<file path="config.mk">
export PLATFORM = sky130hd
export DESIGN_NAME = neighbor_scan
export DESIGN_NICKNAME = d
export VERILOG_FILES = /design/src/rtl/net_pkg.sv /design/src/rtl/nbr_addr_gen.sv /design/src/rtl/neighbor_scan.sv
export SDC_FILE = /design/constraint.sdc
export NUM_CORES = 1
export LEC_CHECK = 0
export ABC_AREA = 1
export CAP_MARGIN = 20
export CELL_PAD_IN_SITES_DETAIL_PLACEMENT = 0
export CELL_PAD_IN_SITES_GLOBAL_PLACEMENT = 1
export CORE_ASPECT_RATIO = 1.1
export CORE_UTILIZATION = 34
export CTS_CLUSTER_DIAMETER = 150
export CTS_CLUSTER_SIZE = 8
export DETAILED_ROUTE_END_ITERATION = 6
export GPL_TIMING_DRIVEN = 1
export PLACE_DENSITY = 0.77
export SKIP_LAST_GASP = 1
export SLEW_MARGIN = 20
export SYNTH_ARGS = -nofsm -noshare
export SYNTH_HDL_FRONTEND = slang
export SYNTH_HIERARCHICAL = 1
export SYNTH_SLANG_ARGS = --single-unit
</file>
<file path="constraint.sdc">
create_clock -name clock -period 6.1 [get_ports clock]
set_clock_uncertainty 0.1 [all_clocks]
set_input_delay 1.83 -clock clock [delete_from_list [all_inputs] [get_ports clock]]
set_output_delay 1.83 -clock clock [all_outputs]
set_load 0.01 [all_outputs]
</file>
<file path="src/rtl/net_pkg.sv">
// Shared word/address widths, neighbor-table memory map and scan FSM state encoding.
package net_pkg;
  localparam int WORD_WIDTH = 16;
  localparam int ADDR_WIDTH = 11;
  localparam int MAX_NBRS   = 18;
  localparam int IDX_WIDTH  = 5;

  localparam logic [ADDR_WIDTH-1:0] NBR_CNT_ADDR  = 11'h58E;
  localparam logic [ADDR_WIDTH-1:0] NBR_BASE      = 11'h590;
  localparam logic [ADDR_WIDTH-1:0] LIST_BASE     = 11'h668;
  localparam logic [ADDR_WIDTH-1:0] LIST_CNT_ADDR = 11'h68C;
  localparam logic [WORD_WIDTH-1:0] NO_HOP        = 16'd65;

  typedef enum logic [1:0] {
    FLD_ID  = 2'd0,
    FLD_HOP = 2'd1,
    FLD_VAL = 2'd2
  } fld_e;

  typedef enum logic [3:0] {
    S_IDLE, S_RD_CNT, S_RD_ID, S_RD_HOP, S_RD_VAL,
    S_EVAL, S_WR_LIST, S_NEXT, S_WR_CNT, S_WR_END
  } scan_state_e;

  // Byte offset of a field inside one 6-byte table entry.
  function automatic logic [ADDR_WIDTH-1:0] field_offset(input fld_e f);
    return ADDR_WIDTH'({f, 1'b0});
  endfunction
endpackage

</file>
<file path="src/rtl/nbr_addr_gen.sv">
// Combinational byte-address generator for neighbor-table fields and better-neighbor list slots.
module nbr_addr_gen
  import net_pkg::*;
(
  input  logic [IDX_WIDTH-1:0]  i_k,
  input  fld_e                  i_field,
  input  logic [IDX_WIDTH-1:0]  i_j,
  output logic [ADDR_WIDTH-1:0] o_tbl_addr,
  output logic [ADDR_WIDTH-1:0] o_list_addr
);
  logic [ADDR_WIDTH-1:0] w_k;
  logic [ADDR_WIDTH-1:0] w_j;

  assign w_k         = ADDR_WIDTH'(i_k);
  assign w_j         = ADDR_WIDTH'(i_j);
  assign o_tbl_addr  = NBR_BASE + (w_k * ADDR_WIDTH'(6)) + field_offset(i_field);
  assign o_list_addr = LIST_BASE + (w_j << 1);
endmodule

</file>
<file path="src/rtl/neighbor_scan.sv">
// Walks the neighbor table, tracks the best advertised neighbor and writes the better-neighbor list.
// Optional macro NBR_SCAN_LOOP_FILTER_EN: skip entries whose hop is this node (routing-loop filter).
module neighbor_scan
  import net_pkg::*;
(
  input  logic                  clock,
  input  logic                  rst,
  input  logic                  start_scan,
  input  logic [WORD_WIDTH-1:0] mybest,
  input  logic [WORD_WIDTH-1:0] MY_NODE_ID,
  input  logic [WORD_WIDTH-1:0] data_in,
  output logic [ADDR_WIDTH-1:0] address,
  output logic [WORD_WIDTH-1:0] data_out,
  output logic                  wr_en,
  output logic [WORD_WIDTH-1:0] bestvalue,
  output logic [WORD_WIDTH-1:0] besthop,
  output logic [WORD_WIDTH-1:0] bestneighborID,
  output logic [WORD_WIDTH-1:0] betterNeighborCount,
  output logic                  busy,
  output logic                  done_scan
);
  scan_state_e           r_state;
  logic [IDX_WIDTH-1:0]  r_k, r_n, r_j;
  logic [WORD_WIDTH-1:0] r_id, r_hop, r_val;
  logic [WORD_WIDTH-1:0] r_best_val, r_best_hop, r_best_id, r_count, r_data_out;
  logic [ADDR_WIDTH-1:0] r_address;
  logic                  r_have_best, r_wr_en, r_busy, r_done;

  logic [IDX_WIDTH-1:0]  w_k_sel, w_n;
  fld_e                  w_field;
  logic [ADDR_WIDTH-1:0] w_tbl_addr, w_list_addr;
  logic                  w_skip;

  assign w_k_sel = (r_state == S_NEXT) ? r_k + IDX_WIDTH'(1) : r_k;
  assign w_n     = (data_in > WORD_WIDTH'(MAX_NBRS)) ? IDX_WIDTH'(MAX_NBRS)
                                                     : data_in[IDX_WIDTH-1:0];

  always_comb begin
    w_field = FLD_ID;
    case (r_state)
      S_RD_ID:  w_field = FLD_HOP;
      S_RD_HOP: w_field = FLD_VAL;
      default:  w_field = FLD_ID;
    endcase
  end

`ifdef NBR_SCAN_LOOP_FILTER_EN
  assign w_skip = (r_hop == MY_NODE_ID);
`else
  assign w_skip = 1'b0;
`endif

  nbr_addr_gen u_addr_gen (
    .i_k         (w_k_sel),
    .i_field     (w_field),
    .i_j         (r_j),
    .o_tbl_addr  (w_tbl_addr),
    .o_list_addr (w_list_addr)
  );

  always_ff @(posedge clock or posedge rst) begin
    if (rst) begin
      r_state     <= S_IDLE;
      r_k         <= '0;
      r_n         <= '0;
      r_j         <= '0;
      r_id        <= '0;
      r_hop       <= '0;
      r_val       <= '0;
      r_best_val  <= '0;
      r_best_hop  <= NO_HOP;
      r_best_id   <= '0;
      r_have_best <= 1'b0;
      r_count     <= '0;
      r_address   <= '0;
      r_data_out  <= '0;
      r_wr_en     <= 1'b0;
      r_busy      <= 1'b0;
      r_done      <= 1'b0;
    end else begin
      r_done <= 1'b0;
      case (r_state)
        S_IDLE: if (start_scan) begin
          r_best_val  <= '0;
          r_best_hop  <= NO_HOP;
          r_best_id   <= '0;
          r_have_best <= 1'b0;
          r_count     <= '0;
          r_k         <= '0;
          r_j         <= '0;
          r_address   <= NBR_CNT_ADDR;
          r_busy      <= 1'b1;
          r_state     <= S_RD_CNT;
        end
        S_RD_CNT: begin
          r_n <= w_n;
          r_k <= '0;
          r_j <= '0;
          if (w_n == '0) begin
            r_state <= S_WR_CNT;
          end else begin
            r_address <= w_tbl_addr;
            r_state   <= S_RD_ID;
          end
        end
        S_RD_ID: begin
          r_id      <= data_in;
          r_address <= w_tbl_addr;
          r_state   <= S_RD_HOP;
        end
        S_RD_HOP: begin
          r_hop     <= data_in;
          r_address <= w_tbl_addr;
          r_state   <= S_RD_VAL;
        end
        S_RD_VAL: begin
          r_val   <= data_in;
          r_state <= S_EVAL;
        end
        S_EVAL: begin
          r_state <= S_NEXT;
          if (!w_skip) begin
            // Strict compare keeps the lowest-index entry on ties.
            if (!r_have_best || (r_val > r_best_val)) begin
              r_have_best <= 1'b1;
              r_best_val  <= r_val;
              r_best_hop  <= r_hop;
              r_best_id   <= r_id;
            end
            if (r_val > mybest) begin
              r_address  <= w_list_addr;
              r_data_out <= r_id;
              r_wr_en    <= 1'b1;
              r_state    <= S_WR_LIST;
            end
          end
        end
        S_WR_LIST: begin
          r_wr_en <= 1'b0;
          r_j     <= r_j + IDX_WIDTH'(1);
          r_state <= S_NEXT;
        end
        S_NEXT: begin
          r_k <= r_k + IDX_WIDTH'(1);
          if ((r_k + IDX_WIDTH'(1)) == r_n) begin
            r_state <= S_WR_CNT;
          end else begin
            r_address <= w_tbl_addr;
            r_state   <= S_RD_ID;
          end
        end
        S_WR_CNT: begin
          r_address  <= LIST_CNT_ADDR;
          r_data_out <= WORD_WIDTH'(r_j);
          r_wr_en    <= 1'b1;
          r_state    <= S_WR_END;
        end
        S_WR_END: begin
          r_wr_en <= 1'b0;
          r_count <= WORD_WIDTH'(r_j);
          r_done  <= 1'b1;
          r_busy  <= 1'b0;
          r_state <= S_IDLE;
        end
        default: r_state <= S_IDLE;
      endcase
    end
  end

  // Until an entry has been accepted the best ID follows the node's own ID.
  assign bestneighborID      = r_have_best ? r_best_id : MY_NODE_ID;
  assign bestvalue           = r_best_val;
  assign besthop             = r_best_hop;
  assign betterNeighborCount = r_count;
  assign address             = r_address;
  assign data_out            = r_data_out;
  assign wr_en               = r_wr_en;
  assign busy                = r_busy;
  assign done_scan           = r_done;
endmodule

</file>
==> reports/qor.csv <==
metric,value,unit
ys_chip_area,8173,µm²
seqPwrFrac,35.4,%
ff_type,dfrtp_1,
nets,1227,
swShare,40.25,%
drt_pass1_iterations,5,
antenna_found_initial,0,
drt_iter0_markers,341,
switchingPower,1.970,mW
grt_usage,17.52,%
worstSetupPathType,input pin to output pin,
chipArea,24660,µm²
drc,0,
cts_tree,done,
overflow,0,
syn_to_final_growth,25.40,%
hold_start,r_hop[12]$_DFFE_PP0P_,
clock.latency.late_pin,420,ps
yosysWarnings,6,
drive_gt1_share,9.807,%
path_clk_slew,70,ps
worst_slew_pin_slew,959.6,ps
ys_ff,151,
cts_hold_buf,0,
vias,6801,
status,completed,
min_path_cells,2,
cts_resized,0,
cp_cell_sequence,clkdlybuf4s50_1 > nand2_1 > nand2_1 > clkdlybuf4s50_1,
place_ws,1220,ps
relSlewSlack,35.87,%
synthArstFlopShare,100.0,%
warnings,28,
fmax,205.2,MHz
synthCells,1017,
top_cell,nand2_1,
hp-class,register to register,
slowest_stage,clkdlybuf4s50_1,
hold_end,besthop[12]$_DFFE_PP0P_,
postSynthSeqShare,46.26,%
grt_pass1_vias,6401,
wl,20.71,mm
clkPwrFrac,22.3,%
r2r_slack,3000,ps
syn_area,8173,µm²
yosysTopAreaCell,dfrtp_1,
min_period,4874,ps
dpl.hpwl,15.07,mm
netlist.area_leader.share,45.62,%
period_used_share,79.91,%
arrival,2940,ps
ant_nets,0,
endpoint_kind,output pin,
gp_congestion,0.7950,
crit_fanout,1,
ys_cells,1017,
edf_count,0,
cp_data_required_time,4170,ps
finalSetupViolCount,0,
rr_endpoint,r_best_id[3]$_DFFE_PP0P_,
diodes,0,
timing.setup.tns,0,ps
cts_buffer_depth,2,
p_per_area,477.5,nW/µm²
top_cells_by_count,"nand2_1 (320), dfrtp_1 (149), nand3_1 (114)",
ys_types,43,
cts_sinks,151,
combPwrFrac,42.4,%
reg2reg_depth,11,
setup_ws,1226,ps
grt_pass1_wl,33.33,mm
worstReg2RegStart,r_val[15]$_DFFE_PP0P_,
intPower,2.924,mW
wl_per_cell,14.31,µm
ctsHtreeMaxLevel,4,
syn-mean-instance-area,8.036,µm²
hold_violations,0,
maxSlewViolCount,0,
max_cap_violations,0,
critPathLaunchType,input pin,
max_stage_delay,530,ps
numCtsBuffers,17,
leakagePower,5.172,nW
cts_setup_buffers,0,
topCellsByArea,"dfrtp_1 (46%), nand2_1 (15%), nand3_1 (7.0%), ha_1 (6.9%), o21ai_0 (4.7%)",
rsz0062_at_grt,no,
clockRootBuffer,clkbuf_16,
via_per_inst,4.700,
grt_max_degree,96,
-- registers in the layout (all words and copies together) (netlist names), 5 cells and up --
| name | flops |
|---|---|
| r_j | 5 |
| r_val | 16 |
| r_id | 16 |
| r_hop | 16 |
| address | 11 |
| r_n | 5 |
| bestvalue | 16 |
| betterNeighborCount | 5 |
| r_k | 5 |
| r_best_id | 16 |
| data_out | 16 |
| besthop | 16 |
-- placed cells by master, fill, tap and decap left out, types with 3 or more instances in the layout --
master	instances
clkdlybuf4s50_1	133
xor2_1	4
nand3_2	3
nor2_4	4
nand4_1	9
nand3_1	114
nand2_1	319
conb_1	17
a22o_2	4
clkbuf_16	17
nor2_1	23
o21ai_0	76
inv_8	4
inv_1	98
inv_6	7
inv_2	13
o22ai_1	3
ha_1	45
nand2_2	32
nor2_2	5
a21oi_1	20
nand2_4	4
xnor2_1	4
dfrtp_1	149
buf_4	5
-- final cells by class --
class	instances	area, µm²	share of cell area, %
clock buffers	17	425.4	4.151
clock inverters	15	178.9	1.746
inverters	114	435.4	4.249
multi-input cells	707	3677	35.88
flip-flops and latches	151	3781	36.89
well taps	305	381.6	3.724
repair buffers	138	1369	13.36
-- critical path: cells and delay by family --
kind | cells | cell delay, ps
buffers and inverters | 2 | 990
and+or+nand+nor | 2 | 130
-- power groups by stage --
stage / logic, mW / clock network, mW / registers [mW]
finish: 2.07 / 1.09 / 1.73
global route: 2.40 / 1.15 / 1.78
CTS: 2.11 / 1.11 / 1.74
detailed placement: 2.10 / 0 / 1.76
global placement: 2.06 / 0 / 1.75
floorplan: 1.36 / 0 / 1.70
-- kinds of logic (layout without fill, tap and decap cells) --
| logic type | count (synthesis) | after routing | synth area share (%) |
|---|---|---|---|
| AND-OR/OR-AND | 113 | 113 | 7.486 |
| XOR/XNOR | 8 | 8 | 0.8572 |
| adder cells (fa/ha/maj) | 47 | 47 | 7.379 |
| buffers and inverters | 173 | 284 | 9.415 |
| flip-flops | 151 | 151 | 46.26 |
| other | 3 | 17 | 0.1378 |
| AND/OR/NAND/NOR | 522 | 522 | 28.46 |
-- worst max path at each step --
| stage | startpoint | to | cells after the start |
|---|---|---|---|
| finish | MY_NODE_ID[15] | bestneighborID[15] | 4 |
| global route | MY_NODE_ID[15] | bestneighborID[15] | 4 |
| CTS | MY_NODE_ID[15] | bestneighborID[15] | 4 |
| detailed placement | MY_NODE_ID[15] | bestneighborID[15] | 4 |
| global placement | MY_NODE_ID[12] | bestneighborID[12] | 4 |
| floorplan | rst | address[0]$_DFFE_PP0P_ | 1 |
-- through the flow --
stage                     power [mW]  util (%)  hold slack (ps)  instance area [µm²]  std cells
after detailed placement       3.857     40.83            357.9                 9644       1415
after global placement         3.811     40.83            358.7                 9644       1415
after floorplan                3.056         -            345.7                 8225       1031
final                          4.893     43.38            377.5                10250       1447
after CTS                      4.961     43.38            376.6                10250       1447
after global routing           5.335     43.38            397.6                10250       1447
-- layer usage --
metal / vias to the layer above / global-route usage (%) / part of all wire [%]
li1: 3435 / - / -
met1: 3220 / 22.81 / 46
met2: 134 / 29.69 / 49
met3: 12 / 2.486 / 4.0
met4: 0 / 6.015 / 1.1
met5: - / 0 / 0
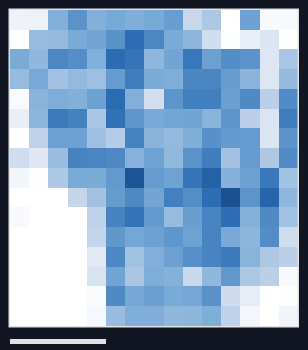
**Above:** cell density map.
The bar under the picture is 50 µm long. The die is cut into 15 by 16 equal tiles; white is low, dark blue is high, 0 to 100% covered.
tiles over 75% full	3.7%
mean over tiles	40%
nearly empty tiles	15%
core box area: 23620 µm²
final core occ: 43.38%
Initial Utilization: 34.60%

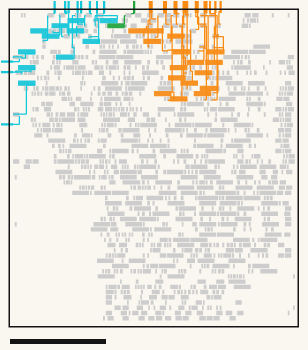
**Above:** wires at chosen ports, followed through buffers.
The bar under the picture is 50 µm long.
port	color	direction	edge	end cells	buffers	wire
wr_en	green	output	top	1	1	8.80 µm
data_out	orange	output	top	16	16	612 µm
address	cyan	output	8 top, 3 left	11	11	237 µm
# port buffers: 133
I/O pins: 145

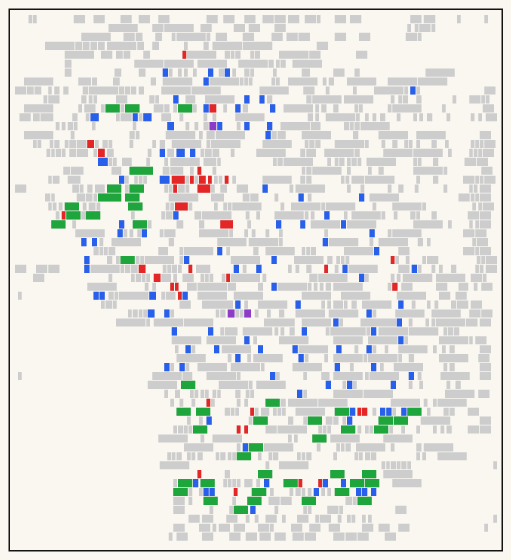
**Above:** selected gate families.
family	color	cells	most used
AND and OR gates	purple	3	or2_2
adder and majority cells	green	47	ha_1
inverting AOI/OAI gates	blue	106	o21ai_0
NOR gates	red	35	nor2_1
commonest non-fill, non-tap cell in the layout: nand2_1
non-filler cells, final: 1447
fraction of area in multi-input gates: 35.88%

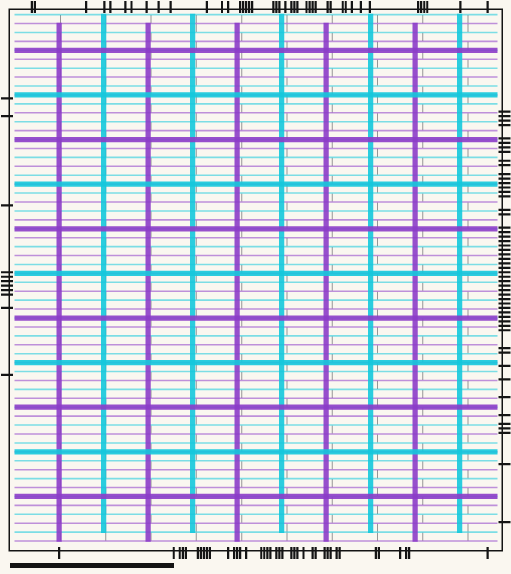
**Above:** PDN straps and rails.
The bar under the picture is 50 µm long. Pins as bars on the die edge. Tap cells in gray.
net	color
VDD	cyan
VSS	purple
met5 straps	11
met4 straps	10
signal pins	145
rows	59
met1 rails	60
Die H: 164.6 µm
VDD IR max: 279.1 µV
Die W: 149.8 µm

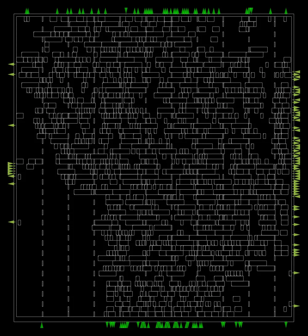
**Above:** placed standard cells.
Flop Count: 151
FILL cells: 2378
Rows: 59
well tap count: 305
Seq area share: 36.89%

Power figures rest on the tool's default switching activity, not on a simulated workload.
